**config.mk**
```make
export PLATFORM = sky130hd
export DESIGN_NAME = mdu_iter
export DESIGN_NICKNAME = d
export VERILOG_FILES = /design/src/rtl/mdu_pkg.sv /design/src/rtl/mdu_div_core.sv /design/src/rtl/mdu_iter.sv
export SDC_FILE = /design/constraint.sdc
export NUM_CORES = 2
export LEC_CHECK = 0
export CORE_MARGIN = 1.5
export CORE_UTILIZATION = 40
export CTS_CLUSTER_DIAMETER = 60
export DETAILED_ROUTE_END_ITERATION = 8
export GPL_ROUTABILITY_DRIVEN = 1
export SETUP_SLACK_MARGIN = 0.2
export SLEW_MARGIN = 10
export SYNTH_ARGS = -nofsm -noshare
export SYNTH_HDL_FRONTEND = slang
export SYNTH_SLANG_ARGS = --single-unit
```
**constraint.sdc**
```tcl
create_clock -name clk -period 18.53 [get_ports clk]
set_clock_uncertainty 0.2 [all_clocks]
set_input_delay 4.6325 -clock clk [delete_from_list [all_inputs] [get_ports clk]]
set_output_delay 4.6325 -clock clk [all_outputs]
set_load 0.02 [all_outputs]
```
**src/rtl/mdu_pkg.sv**
```systemverilog
// Shared definitions for the iterative HI/LO multiply-divide unit:
// op codes, FSM state encoding and op-class helper functions.
package mdu_pkg;

  localparam int MDU_OP_W = 4;

  localparam logic [MDU_OP_W-1:0] OP_MULT  = 4'd0;
  localparam logic [MDU_OP_W-1:0] OP_MULTU = 4'd1;
  localparam logic [MDU_OP_W-1:0] OP_DIV   = 4'd2;
  localparam logic [MDU_OP_W-1:0] OP_DIVU  = 4'd3;
  localparam logic [MDU_OP_W-1:0] OP_MTHI  = 4'd4;
  localparam logic [MDU_OP_W-1:0] OP_MTLO  = 4'd5;
  localparam logic [MDU_OP_W-1:0] OP_MADD  = 4'd6;
  localparam logic [MDU_OP_W-1:0] OP_MADDU = 4'd7;
  localparam logic [MDU_OP_W-1:0] OP_MSUB  = 4'd8;
  localparam logic [MDU_OP_W-1:0] OP_MSUBU = 4'd9;

  typedef enum logic [2:0] {
    S_IDLE,
    S_MUL,
    S_DSET,
    S_DITER,
    S_DFIX
  } mdu_state_e;

  function automatic logic is_mul_op(input logic [MDU_OP_W-1:0] op);
    return op inside {OP_MULT, OP_MULTU, OP_MADD, OP_MADDU, OP_MSUB, OP_MSUBU};
  endfunction

  function automatic logic is_div_op(input logic [MDU_OP_W-1:0] op);
    return op inside {OP_DIV, OP_DIVU};
  endfunction

  function automatic logic is_signed_mul(input logic [MDU_OP_W-1:0] op);
    return op inside {OP_MULT, OP_MADD, OP_MSUB};
  endfunction

endpackage

```
**src/rtl/mdu_div_core.sv**
```systemverilog
// Restoring divider datapath, one quotient bit per step.
//  clk, reset : clock, synchronous active-high reset
//  load       : take |a| and |b| (magnitudes when sgn=1), clear the remainder
//  step       : perform one restoring iteration
//  sgn        : treat a/b as two's complement when loading
//  a, b       : dividend, divisor
//  quo, rem   : unsigned quotient / remainder magnitudes after WIDTH steps
// Sign fixup and divide-by-zero handling live in the parent.
module mdu_div_core #(
  parameter int WIDTH = 32
) (
  input  logic             clk,
  input  logic             reset,
  input  logic             load,
  input  logic             step,
  input  logic             sgn,
  input  logic [WIDTH-1:0] a,
  input  logic [WIDTH-1:0] b,
  output logic [WIDTH-1:0] quo,
  output logic [WIDTH-1:0] rem
);

  logic [WIDTH-1:0] dvsr;
  logic [WIDTH:0]   rem_sh;
  logic [WIDTH:0]   diff;

  // quo doubles as the dividend shift register: its MSB feeds the remainder
  // while the new quotient bit enters at the LSB.
  assign rem_sh = {rem, quo[WIDTH-1]};
  // rem < dvsr keeps rem_sh below 2^(WIDTH+1), so bit WIDTH is the sign.
  assign diff   = rem_sh - {1'b0, dvsr};

  always_ff @(posedge clk) begin
    if (reset) begin
      quo  <= '0;
      rem  <= '0;
      dvsr <= '0;
    end else if (load) begin
      quo  <= (sgn && a[WIDTH-1]) ? -a : a;
      dvsr <= (sgn && b[WIDTH-1]) ? -b : b;
      rem  <= '0;
    end else if (step) begin
      if (!diff[WIDTH]) begin
        rem <= diff[WIDTH-1:0];
        quo <= {quo[WIDTH-2:0], 1'b1};
      end else begin
        rem <= rem_sh[WIDTH-1:0];
        quo <= {quo[WIDTH-2:0], 1'b0};
      end
    end
  end

endmodule

```
**src/rtl/mdu_iter.sv**
```systemverilog
// HI/LO multiply-divide unit with fixed-latency multiply/accumulate and an
// iterative restoring divider.
//  clk, reset     : clock, synchronous active-high reset
//  start, op      : launch op (ignored while busy or when cancel is high)
//  rs, rt         : operand A (dividend / MTHI/MTLO source), operand B (divisor)
//  cancel         : abort the in-flight op, hi/lo untouched
//  busy           : op in flight
//  done, div_zero : completion pulse; div_zero flags a zero divisor
//  hi, lo         : architectural HI/LO registers
module mdu_iter
  import mdu_pkg::*;
#(
  parameter int WIDTH   = 32,
  parameter int MUL_LAT = 5
) (
  input  logic                clk,
  input  logic                reset,
  input  logic                start,
  input  logic [MDU_OP_W-1:0] op,
  input  logic [WIDTH-1:0]    rs,
  input  logic [WIDTH-1:0]    rt,
  input  logic                cancel,
  output logic                busy,
  output logic                done,
  output logic                div_zero,
  output logic [WIDTH-1:0]    hi,
  output logic [WIDTH-1:0]    lo
);

  localparam int CNT_MAX = (MUL_LAT > WIDTH) ? MUL_LAT : WIDTH;
  localparam int CNT_W   = (CNT_MAX > 1) ? $clog2(CNT_MAX) : 1;

  mdu_state_e          state_q, state_d;
  logic [CNT_W-1:0]    cnt;
  logic [WIDTH-1:0]    a_q, b_q;
  logic [MDU_OP_W-1:0] op_q;

  logic accept, mul_fin, div_fin;

  assign busy    = (state_q != S_IDLE);
  assign accept  = start && !busy && !cancel;
  assign mul_fin = (state_q == S_MUL) && !cancel && (cnt == CNT_W'(MUL_LAT - 1));
  assign div_fin = (state_q == S_DFIX) && !cancel;

  // ---------------- multiplier / accumulator ----------------
  logic                 msgn;
  logic [2*WIDTH-1:0]   a_ext, b_ext, prod, acc, mul_res;

  assign msgn  = is_signed_mul(op_q);
  assign a_ext = {{WIDTH{msgn & a_q[WIDTH-1]}}, a_q};
  assign b_ext = {{WIDTH{msgn & b_q[WIDTH-1]}}, b_q};
  assign prod  = a_ext * b_ext;   // low 2*WIDTH bits are the exact product mod 2^(2W)
  assign acc   = {hi, lo};

  always_comb begin
    mul_res = prod;
    if (op_q inside {OP_MADD, OP_MADDU})      mul_res = acc + prod;
    else if (op_q inside {OP_MSUB, OP_MSUBU}) mul_res = acc - prod;
  end

  // ---------------- divider ----------------
  logic             sdiv, a_neg, q_neg, dzero;
  logic [WIDTH-1:0] quo, rem, div_lo, div_hi;

  assign sdiv  = (op_q == OP_DIV);
  assign a_neg = sdiv & a_q[WIDTH-1];
  assign q_neg = a_neg ^ (sdiv & b_q[WIDTH-1]);
  assign dzero = (b_q == '0);

  mdu_div_core #(.WIDTH(WIDTH)) u_div (
    .clk   (clk),
    .reset (reset),
    .load  (state_q == S_DSET),
    .step  (state_q == S_DITER),
    .sgn   (sdiv),
    .a     (a_q),
    .b     (b_q),
    .quo   (quo),
    .rem   (rem)
  );

  // MIN / -1 needs no special case: |MIN| = 2^(W-1), negated back to MIN.
  always_comb begin
    div_lo = q_neg ? -quo : quo;
    div_hi = a_neg ? -rem : rem;
    if (dzero) begin
      div_lo = '1;
      div_hi = a_q;
    end
  end

  // ---------------- FSM ----------------
  always_comb begin
    state_d = state_q;
    case (state_q)
      S_IDLE: begin
        if (accept) begin
          if (is_mul_op(op))      state_d = S_MUL;
          else if (is_div_op(op)) state_d = S_DSET;
        end
      end
      S_MUL:   if (cancel || cnt == CNT_W'(MUL_LAT - 1)) state_d = S_IDLE;
      S_DSET:  state_d = cancel ? S_IDLE : S_DITER;
      S_DITER: begin
        if (cancel)                         state_d = S_IDLE;
        else if (cnt == CNT_W'(WIDTH - 1))  state_d = S_DFIX;
      end
      S_DFIX:  state_d = S_IDLE;
      default: state_d = S_IDLE;
    endcase
  end

  always_ff @(posedge clk) begin
    if (reset) begin
      state_q  <= S_IDLE;
      cnt      <= '0;
      a_q      <= '0;
      b_q      <= '0;
      op_q     <= '0;
      hi       <= '0;
      lo       <= '0;
      done     <= 1'b0;
      div_zero <= 1'b0;
    end else begin
      state_q  <= state_d;
      done     <= 1'b0;
      div_zero <= 1'b0;
      // counts edges spent in the current state; restarts on every transition
      cnt      <= (busy && state_d == state_q) ? cnt + 1'b1 : '0;

      if (accept) begin
        a_q  <= rs;
        b_q  <= rt;
        op_q <= op;
        if (op == OP_MTHI) hi <= rs;
        if (op == OP_MTLO) lo <= rs;
      end

      if (mul_fin) begin
        {hi, lo} <= mul_res;
        done     <= 1'b1;
      end

      if (div_fin) begin
        hi       <= div_hi;
        lo       <= div_lo;
        done     <= 1'b1;
        div_zero <= dzero;
      end
    end
  end

endmodule

```
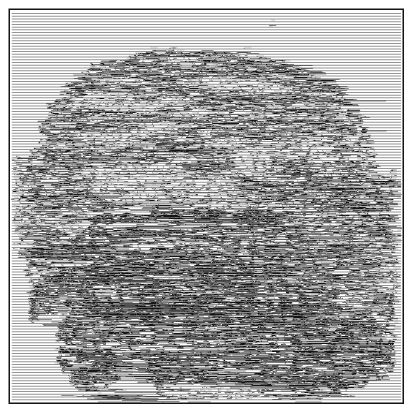
**Above:** M1 wires.
(1 px per um) Supply wires on this layer in gray.
The layer carries 89.4 mm of wire. The longest straight run is 93.4 um. 8052 nets have wire on it. The layer holds 41% of the routed length. The wires run mostly horizontal.
Global Route met1 Usage: 37.96%
wirelength, routed: 219700 um
total via count after detailed routing: 53340

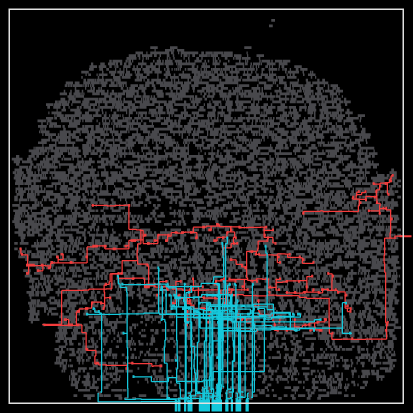
**Above:** I/O nets highlighted.
(1 px per um)
Red stands for `reset`, bits 1, direction input, end cells 197, buffers 4, wire 2910 um. Cyan stands for `rs`, bits 32, direction input, end cells 79, buffers 32, wire 5750 um.
top-level port count: 139
port bufs: 138

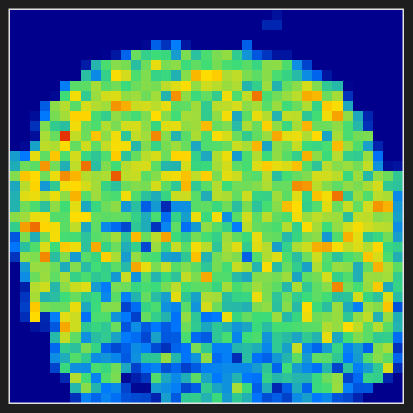
**Above:** placement density heat map.
(1 px per um) 39 x 39 tiles, from dark blue (low) to red (high), 0 to 100% covered.
20% of the tiles are nearly empty. The mean over all tiles is 40%. The fullest tile reaches 94%. The emptiest ninth of the die: top right. 4.9% of the tiles are over 75% full.
Starting Density: 40.37%
Core Box Area: 150300 um2
final core utilization: 43.08%

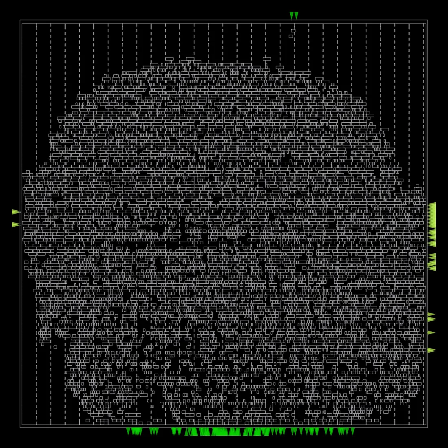
**Above:** placed standard cells.
number of sequential cells in the layout: 238
final non-filler cell total: 9334
standard-cell rows: 142

==> flow_summary.html <==
<p>Metrics extracted from the flow reports.</p>
<table>
<tr><th>Metric</th><th>Value</th></tr>
<tr><th colspan="2">Worst setup path</th></tr>
<tr><td>Worst r2r path cells</td><td>38</td></tr>
<tr><td>Cell repeated most along the worst path</td><td>sky130_fd_sc_hd__fa_1</td></tr>
<tr><td>Required arrival time at the worst endpoint</td><td>18.74 ns</td></tr>
<tr><td>Critical path endpoint</td><td>hi[31]</td></tr>
<tr><td>Worst r2r dst</td><td>hi[31]</td></tr>
<tr><td>Reg2reg start</td><td>op_q[2]</td></tr>
<tr><th colspan="2">Pwr</th></tr>
<tr><td>Fraction of power consumed by sequential logic</td><td>20.3%</td></tr>
<tr><td>Leakage power summed over all cells</td><td>27.83 nW</td></tr>
<tr><td>Power drawn by the combinational cells</td><td>1.40 mW</td></tr>
<tr><td>Sequential power</td><td>533 uW</td></tr>
<tr><td>Power in the clock group</td><td>702 uW</td></tr>
<tr><th colspan="2">Global route</th></tr>
<tr><td>Most utilized layer in the global route result</td><td>met2</td></tr>
<tr><td>Overall fraction of global-route tracks in use</td><td>28.71%</td></tr>
<tr><th colspan="2">Layout</th></tr>
<tr><td>Dominant kind of cell by area</td><td>combinational gates</td></tr>
<tr><td>Portion of the layout cell area used by non-clock buffers</td><td>3.434%</td></tr>
<tr><td>Most common cell after layout, fill and taps aside</td><td>sky130_fd_sc_hd__inv_1</td></tr>
<tr><td>Seq area share</td><td>7.364%</td></tr>
<tr><th colspan="2">Logic synthesis</th></tr>
<tr><td>Adders+Majority by Area</td><td>45.09%</td></tr>
<tr><td>Mapped Nets</td><td>9083</td></tr>
<tr><td>Most used flip-flop cell</td><td>sky130_fd_sc_hd__dfxtp_1</td></tr>
<tr><td>Number of cells produced by synthesis</td><td>7501</td></tr>
<tr><td>Post-synth tally of flip-flops with integrated enable</td><td>0</td></tr>
<tr><td>Ranking of synthesized cells by instance count</td><td>sky130_fd_sc_hd__inv_1 (1272), sky130_fd_sc_hd__nand2_1 (1187), sky130_fd_sc_hd__fa_1 (1128), sky130_fd_sc_hd__a21oi_1 (495), sky130_fd_sc_hd__clkbuf_1 (392)</td></tr>
<tr><td>Simple-gate area share of the yosys netlist</td><td>16.80%</td></tr>
<tr><th colspan="2">Detailed routing</th></tr>
<tr><td>Pre-Repair DR Iteration Count</td><td>6</td></tr>
<tr><td>Violation count after the first detailed-routing iteration</td><td>4762</td></tr>
<tr><td>Highest metal layer used by the detailed router</td><td>met5</td></tr>
<tr><td>Remaining routing DRC violations</td><td>0</td></tr>
<tr><th colspan="2">Clocking</th></tr>
<tr><td>Cell at the root of the clock tree</td><td>sky130_fd_sc_hd__clkbuf_16</td></tr>
<tr><th colspan="2">Placed design</th></tr>
<tr><td>Inst Count DP</td><td>9270</td></tr>
<tr><td>Area after DPL</td><td>63600 um2</td></tr>
<tr><th colspan="2">Run status</th></tr>
<tr><td>Status</td><td>complete, no violations</td></tr>
<tr><th colspan="2">Timing</th></tr>
<tr><td>Max transition margin</td><td>28.49%</td></tr>
<tr><td>Highest achievable clock rate</td><td>73.59 MHz</td></tr>
<tr><th colspan="2">Worst hold path</th></tr>
<tr><td>Worst Hold End</td><td>b_q[3]</td></tr>
<tr><td>Hold path start</td><td>b_q[3]</td></tr>
</table>
Power and IR drop assume default switching activity.
